File: config.mk
export PLATFORM = sky130hd
export DESIGN_NAME = interval_timer
export DESIGN_NICKNAME = d
export VERILOG_FILES = /design/src/rtl/interval_timer.sv
export SDC_FILE = /design/constraint.sdc
export NUM_CORES = 1
export LEC_CHECK = 0
export ABC_AREA = 1
export CAP_MARGIN = 40
export CELL_PAD_IN_SITES_DETAIL_PLACEMENT = 1
export CELL_PAD_IN_SITES_GLOBAL_PLACEMENT = 2
export CORE_MARGIN = 2
export CORE_UTILIZATION = 37
export DETAILED_ROUTE_END_ITERATION = 7
export GPL_TIMING_DRIVEN = 0
export PLACE_DENSITY = 0.92
export SLEW_MARGIN = 15
export SYNTH_ARGS = -nofsm -noshare
export SYNTH_HDL_FRONTEND = slang
export SYNTH_SLANG_ARGS = --single-unit
File: constraint.sdc
create_clock -name clk -period 3.3 [get_ports clk]
set_input_delay 0.66 -clock clk [delete_from_list [all_inputs] [get_ports clk]]
set_output_delay 0.66 -clock clk [all_outputs]
set_load 0.02 [all_outputs]
File: src/rtl/interval_timer.sv
// Dual-interval timer: independent short/long channels, each with a prescaler to a
// 1 s tick and a seconds counter, returning one-cycle completion pulses.
module interval_timer #(
    parameter int TICK_DIV = 50000000,
    parameter int N_SHORT  = 5,
    parameter int N_LONG   = 25
) (
    input  logic       clk,
    input  logic       rst,
    input  logic       en5,
    input  logic       en25,
    input  logic       hold,
    output logic       fin5,
    output logic       fin25,
    output logic [7:0] remain
);
    localparam int PW = (TICK_DIV > 1) ? $clog2(TICK_DIV) : 1;
    localparam logic [PW-1:0] PRE_LAST = PW'(TICK_DIV - 1);
    localparam logic [7:0] SHORT_LEN = 8'(N_SHORT);
    localparam logic [7:0] LONG_LEN  = 8'(N_LONG);

    logic [1:0] en_ch;
    logic [1:0] fin_ch;
    logic [7:0] sec_next_ch [2];
    logic [7:0] remain_reg;
    logic [7:0] remain_next;

    assign en_ch = {en25, en5};

    // Channel 0 is the short interval, channel 1 the long one.
    generate
        for (genvar gi = 0; gi < 2; gi++) begin : g_ch
            localparam logic [7:0] SEC_LAST = (gi == 0) ? 8'(N_SHORT - 1) : 8'(N_LONG - 1);

            logic [PW-1:0] pre_reg;
            logic [PW-1:0] pre_next;
            logic [7:0]    sec_reg;
            logic [7:0]    sec_next;
            logic          fin_reg;
            logic          fin_next;

            always_comb begin
                pre_next = pre_reg;
                sec_next = sec_reg;
                fin_next = 1'b0;
                if (!en_ch[gi]) begin
                    pre_next = '0;
                    sec_next = '0;
                end else if (hold) begin
                    pre_next = pre_reg;
                    sec_next = sec_reg;
                end else if (pre_reg != PRE_LAST) begin
                    pre_next = pre_reg + 1'b1;
                end else if (sec_reg != SEC_LAST) begin
                    pre_next = '0;
                    sec_next = sec_reg + 8'd1;
                end else begin
                    pre_next = '0;
                    sec_next = '0;
                    fin_next = 1'b1;
                end
            end

            always_ff @(posedge clk) begin
                if (rst) begin
                    pre_reg <= '0;
                    sec_reg <= '0;
                    fin_reg <= 1'b0;
                end else begin
                    pre_reg <= pre_next;
                    sec_reg <= sec_next;
                    fin_reg <= fin_next;
                end
            end

            assign fin_ch[gi]      = fin_reg;
            assign sec_next_ch[gi] = sec_next;
        end
    endgenerate

    // Display follows the long channel whenever it is active, using next-state counts
    // so the value lines up with the registered fin pulse.
    always_comb begin
        remain_next = 8'd0;
        if (en25)
            remain_next = LONG_LEN - sec_next_ch[1];
        else if (en5)
            remain_next = SHORT_LEN - sec_next_ch[0];
    end

    always_ff @(posedge clk) begin
        if (rst)
            remain_reg <= 8'd0;
        else
            remain_reg <= remain_next;
    end

    assign fin5   = fin_ch[0];
    assign fin25  = fin_ch[1];
    assign remain = remain_reg;
endmodule

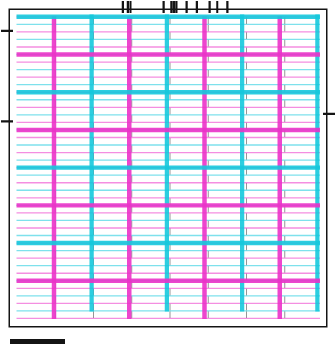
*Supply network, run 1*
The bar under the picture is 20 um long. Pins as bars on the die edge. Tap cells in gray.
[magenta] VSS
[cyan] VDD
signal pins: 15
rows: 40
maximum VDD drop: 0.257 mV
die width: 114 um

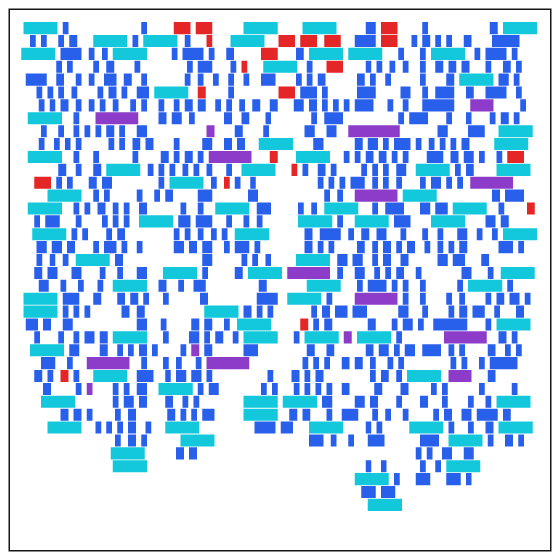
*Placed cells, one color a class, run 1*
[blue] all other logic | cells: 579 | share of their area: 59%
[purple] clock drivers and dummy loads | cells: 16 | share of their area: 6.2%
[cyan] flops | cells: 78 | share of their area: 32%
[red] other buffers and delay cells | cells: 21 | share of their area: 3.3%
Final Instance Area: 5080 um2
Cell Rows: 40
post-layout util: 0.427

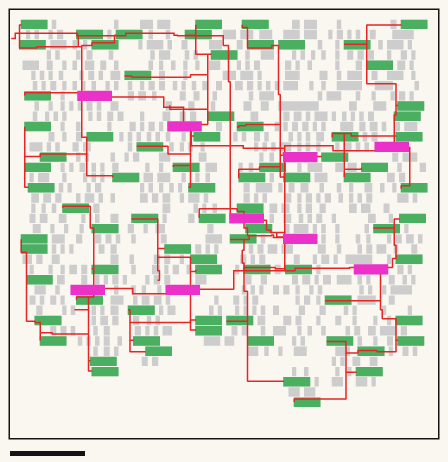
*Clock distribution, run 1*
The bar under the picture is 20 um long.
[red] clock wires | length: 1220 um
[green] flip-flops | count: 78
[magenta] cells driving clock nets | count: 9
flops lie: all over the die
Latency at later pin: 0.34 ns
clock share of power: 0.498
Clock group: 1.02 mW
Max Clock Skew: 0.00750 ns

==> flow_summary.ini, run 1 <==
; yosys + openroad results
[finish]
comb_area_um2 = 2520
buffers_excl_clock = 21
layout_top_cell = nand2_1
dominant_cells = multi-input combinational cells
clockBufferCount = 12
antenna_cells = 0
seq_area_um2 = 1560
nNetsFinal = 702
lay_top_cells = nand2_1, nor2_1, dfxtp_1
fill_cells = 1562
layout-drive-gt1-share = 0.117
seq_share = 0.307
ff_count = 78
n_all_inverters = 94
comb_share = 0.496

[final_timing]
tightest_slew_ns = 0.567
rsz0062_at_grt = false
min_period_ns = 2.58
fmax_mhz = 388
setup_viol = 0
hold_viol = 0
final_max_slew_viol_count = 0
finalClockPeriodUsage = 0.781

[routing]
remaining_drc_errors = 0
wl_met3_um = 328
met1_length_um = 5920
via_per_inst = 5.10
antenna_left = 0
wire_per_inst_um = 14.3
drt-total-wl_um = 12000
vias = 4293
drt-initial-drc-count = 160

[outcome]
outcome = completed

[die]
coreArea_um2 = 11900
dieArea_um2 = 13000
fp_util = 0.376

[power_and_ir_drop]
swShare = 0.224
maxPowerGroup = the clock network
pg_comb_uw = 80.6
leakage_nw = 2.02
power.internal_mw = 1.60
p_per_area_nw_per_um2 = 405
pwr-share-seq = 0.463
powerSeq_uw = 951

[global_route]
grt_usage = 0.198
grt_pass1_vias = 4325
grtUsageMet2 = 0.327
use_met1 = 0.261
met3_usage = 0.0563
grt.busiest_layer = met2
grt-ovfl-total = 0
antenna_found_initial = 1
grt_pass1_wl_um = 20700
grt_max_degree = 13

[placed_design]
place.gp.congestion = 0.813
dp_hpwl_um = 9270
place_inst = 825

[logic_synthesis]
yosysWarnings = 0
ys.flops = 78
ys.flop_type = dfxtp_1
synth_top_area_share = 0.349
synth_area_um2 = 4480
synth.distinct_cells = 46
topCellsByArea = dfxtp_1, nand2_1, nor2_1, inv_1, nand3_1
fp_nets = 679
yosys.area.top_type = dfxtp_1
ys_seq_frac = 0.349
async_flop_share = 0
ys_cells = 666

[critical_path]
cpMostUsedCell = inv_1
required_ns = 3.56
critical_path_class = input port to flop
critPathMaxFanout = 10
critPathLaunchType = input port
crit_slowest_cell = clkdlybuf4s50_1
reg2reg_from = g_ch[1].pre_reg[0]
critPathLaunch = rst
crit_chain = clkdlybuf4s50_1 -> clkbuf_1 -> nor2_1 -> inv_1 -> nor2_4 -> inv_1 -> buf_2 -> nor3b_1

[min_path]
hp-start = g_ch[1].pre_reg[22]

[clock_network]
clock_path_buffers = 2
htreeDepth = 3
numCtsBuffers = 9
cts_tree = done
cts_root_buffer = clkbuf_16
clk_pin_slew_ns = 0.06
clkSinkCount = 78
cts_setup_buffers = 0
hold_buffers = 0

[run]
maxCapViolCount = 0
warning_count = 28
[run 1: synth_stat cells, types with 4 or more instances]
cell / instances
nor2_4: 5
o21ai_0: 26
buf_2: 5
nor2_2: 11
inv_2: 15
nor3_1: 21
nor3_2: 6
nand2_1: 138
nor4_1: 7
nand3_2: 4
nor2_1: 106
nand2_2: 6
nand3_1: 45
a21oi_1: 29
inv_1: 77
xnor2_1: 5
nand2_4: 4
nand4_1: 24
dfxtp_1: 78
xor2_1: 9
ha_1: 8
o21a_1: 4
[run 1: kinds of logic after synthesis]
group	synth area share
adders and majority gates	0.0224
buffers and inverters	0.0881
AOI/OAI and AO/OA	0.0937
and+or+nand+nor	0.420
DFF	0.349
xor gates and xnor gates	0.0274
[run 1: through the flow]
step                      setup slack [ns]  hold WS (ns)  power [mW]
final                                0.724         0.467        2.06
after floorplan                       1.08         0.438        1.02
after detailed placement             0.396         0.464        1.05
after global routing                 0.562         0.495        2.13
after global placement               0.463         0.453        1.05
after CTS                            0.718         0.473        2.09
[run 1: worst paths after layout]
| check | to | slack (ns) | cells after the start |
|---|---|---|---|
| worst max-delay path | g_ch[0].pre_reg[5] | 0.72 | 8 |
| worst min-delay path | g_ch[1].pre_reg[22] | 0.47 | 2 |
| worst max register to register | remain[5] | 0.95 | 15 |
| worst min register to register | g_ch[1].pre_reg[22] | 0.47 | 2 |
[run 1: worst reg2reg max path, stage by stage (launching register included)]
cell	delay, ns
dfxtp_1	0.37
ha_1	0.17
inv_1	0.09
nor2_1	0.11
nand3_1	0.10
nor2_2	0.18
nand2_2	0.14
clkinv_2	0.12
nand2_1	0.06
nand2_1	0.05
nand2_1	0.11
ha_1	0.23
inv_1	0.06
nand3_1	0.13
o21ai_0	0.23
o21ai_1	0.10
### Clock routing, run 1

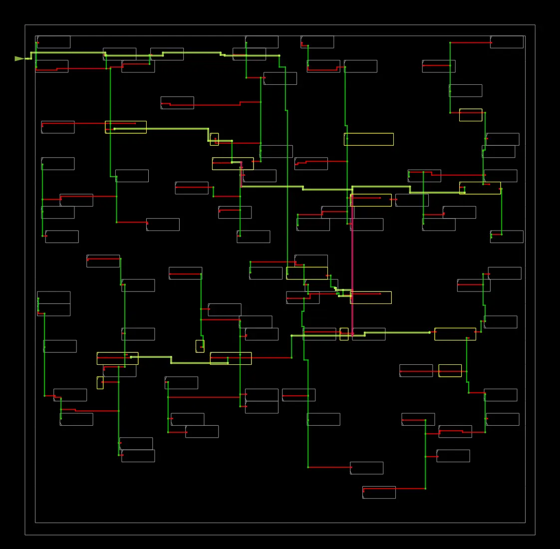

## Run 2: what changed since run 1
Settings changed: CORE_UTILIZATION 37 to 31, PLACE_DENSITY 0.92 to 0.83.
Clock period 3.3 ns to 2.35 ns, I/O delays scaled along.
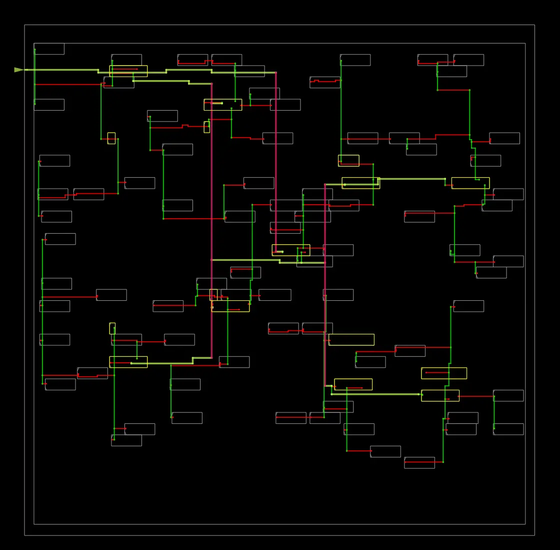
*Clock routing, run 2*
Num CTS Buffers: 9
Latency at later pin: 0.35 ns
Sink Count: 78
Clock group: 1.53 mW

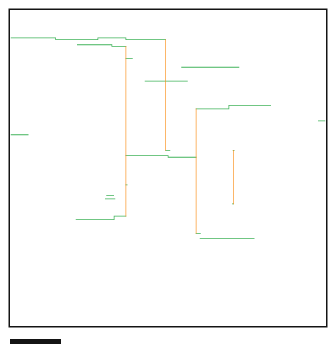
*Routed metal, one color a layer, run 2*
The bar under the picture is 20 um long. Only two layers are drawn.
[green] met3 | wire length: 245 um
[orange] met4 | wire length: 180 um
wire per inst: 14.5 um
WL final: 12800 um
Vias: 4338

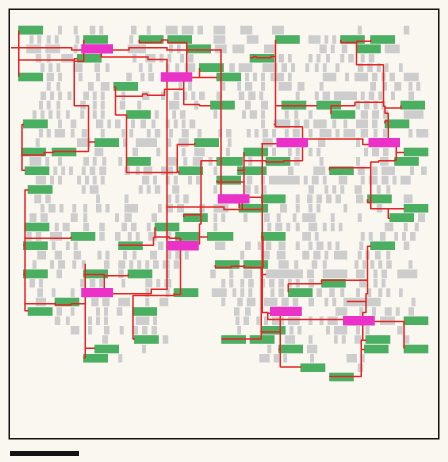
*Clock distribution, run 2*
The bar under the picture is 20 um long.
[green] flip-flops | count: 78
[red] clock wires | length: 1280 um
[magenta] cells driving clock nets | count: 9
routed clock nets: 10
flops lie: all over the die
Max Clock Skew: 0.00672 ns
clock share of power: 0.513

==> run 2 against run 1 <==
Net effect: core utilization fell by 4.8 points; clock power up about 50%; clock skew is 0.00078 ns lower; register-to-register slack worse by 0.82 ns; sequential power rose by 41%; worst setup slack lost 0.60 ns; total power up 45%; design area grew 4.3%; global-route usage decreased by 2.2 points; critical path depth rose by 7; critical path type is now flop to flop; critical endpoint is now g_ch[0].pre_reg[20]; highest routed layer is now met4.
==> flow_summary.ini, run 2 <==
; yosys + openroad results
[logic_synthesis]
synth_top_area_share = 0.349
yosysWarnings = 0
ys_cells = 666
ys.flop_type = dfxtp_1
synth.distinct_cells = 46
topCellsByArea = dfxtp_1, nand2_1, nor2_1, inv_1, nand3_1
postSynthAreaPerCell_um2 = 6.72
synth_area_um2 = 4480
ys_top_cells_by_count = nand2_1, nor2_1, dfxtp_1
async_flop_share = 0
fp_nets = 679
xor_area_frac = 0.0274
yosys.area.top_type = dfxtp_1
synthMuxAreaShare = 0
ys_seq_frac = 0.349
ys_sh_aoi = 0.0937
top_logic_kind = simple AND/OR/NAND/NOR gates
ys.flops = 78
adder_share = 0.0224
most_common_cell = nand2_1
simple_gate_share = 0.420

[critical_path]
required_ns = 2.59
crit_chain = ha_4 -> nand2_1 -> nor2_2 -> nand2_2 -> nor2_4 -> nand4_1 -> nor2_1 -> nand2_1 -> nor2_2 -> nand3_2 -> nor2_4 -> buf_4 -> nand3_1 -> nand2_1 -> nor2_1
crit_end = g_ch[0].pre_reg[20]
r2r_slack_ns = 0.13
critPathMaxFanout = 4
critPathLaunch = g_ch[0].pre_reg[0]
crit_slowest_cell = dfxtp_4
rr_worst_depth = 15
reg2reg_from = g_ch[0].pre_reg[0]
cpMostUsedCell = nand2_1
critPathLaunchType = flop
reg2reg_to = g_ch[0].pre_reg[20]

[outcome]
outcome = completed

[final_timing]
final_max_slew_viol_count = 0
fmax_mhz = 450
finalClockPeriodUsage = 0.946
hold_viol = 0
tightest_slew_ns = 0.560
rsz0062_at_grt = true
setup_viol = 0
setup_slack_ns = 0.128
holdWs_ns = 0.475
min_period_ns = 2.22

[routing]
via_per_inst = 4.91
antenna_left = 0

[die]
chipWidth_um = 124
dieArea_um2 = 15400
fp-row-count = 43
fp_util = 0.320
coreArea_um2 = 14000

[clock_network]
cts_root_buffer = clkbuf_16
hold_buffers = 0
htreeDepth = 3
cts_tree = done
clock_path_buffers = 2
clk_pin_slew_ns = 0.06

[global_route]
grt_pass1_vias = 4352
grt_pass1_wl_um = 21100
grt-ovfl-total = 0
grt_usage = 0.176
antenna_found_initial = 0
grt_max_degree = 13

[placed_design]
place_inst = 858
place.gp.congestion = 0.817
dpl_cell_area_um2 = 4820
dp_hpwl_um = 9660
dpl_worst_slack_ns = -0.342

[finish]
fin_area_um2 = 5300
layout_top_cell = nand2_1
comb_area_um2 = 2600
nNetsFinal = 711
fill_cells = 1821
final_core_util = 0.379
seq_area_um2 = 1570
antenna_cells = 0
lay_top_cells = nand2_1, nor2_1, inv_1
layout-drive-gt1-share = 0.154

[run]
warning_count = 29
maxCapViolCount = 0

[min_path]
hp-start = g_ch[1].pre_reg[22]

[power_and_ir_drop]
power_mw = 2.99
leakage_nw = 2.09
vdd_ir_drop_max_mv = 0.319
[run 2: cell counts after synthesis]
Identical to the previous run, type by type.
[run 2: area by class of cell]
class | instances | area share
Multi-Input combinational cell | 485 | 0.491
Sequential cell | 78 | 0.297
Inverter | 94 | 0.0675
Clock buffer | 12 | 0.0465
Tap cell | 180 | 0.0425
Timing Repair Buffer | 21 | 0.0354
Clock inverter | 4 | 0.0132
Buffer | 9 | 0.00779
[run 2: metal layers]
layer | share of wire | wire (um) | GRT usage
met5 | 0 | 0 | 0
met1 | 0.50 | 6410 | 0.233
met2 | 0.47 | 5970 | 0.286
met4 | 0.014 | 180 | 0.0562
met3 | 0.019 | 244 | 0.0394
[run 2: where the power goes]
group / internal, mW / switching [mW]
sequential: 1.33 / 0.00582
clock: 0.957 / 0.574
combinational: 0.0384 / 0.0819
total: 2.33 / 0.662
[run 2: worst min path at each step]
| stage | to | depth (start not counted) |
|---|---|---|
| 6_report | g_ch[1].pre_reg[22] | 2 |
| 5_1_grt | remain[4] | 3 |
| 4_1_cts | g_ch[1].pre_reg[22] | 2 |
| 3_5_place_dp | g_ch[1].pre_reg[22] | 2 |
| 3_3_place_gp | g_ch[1].pre_reg[22] | 2 |
| 2_1_floorplan | g_ch[1].pre_reg[22] | 2 |
[run 2: logic make-up (layout without fill, tap and decap cells)]
group | count (synthesis) | after routing
simple gates | 391 | 391
buf+inv | 103 | 140
flops | 78 | 78
compound gates | 72 | 72
xor+xnor | 14 | 14
fa+ha+maj | 8 | 8
[run 2: repair_timing]
action / 4_1_cts / 5_1_grt
gates resized: 3 / 29
pin swaps: 0 / 10
setup buffers: 0 / 9
hold endpoints to repair: 0 / 0
setup endpoints to repair: 2 / 20
gates cloned: 0 / 0
Power figures rest on the tool's default switching activity, not on a simulated workload.
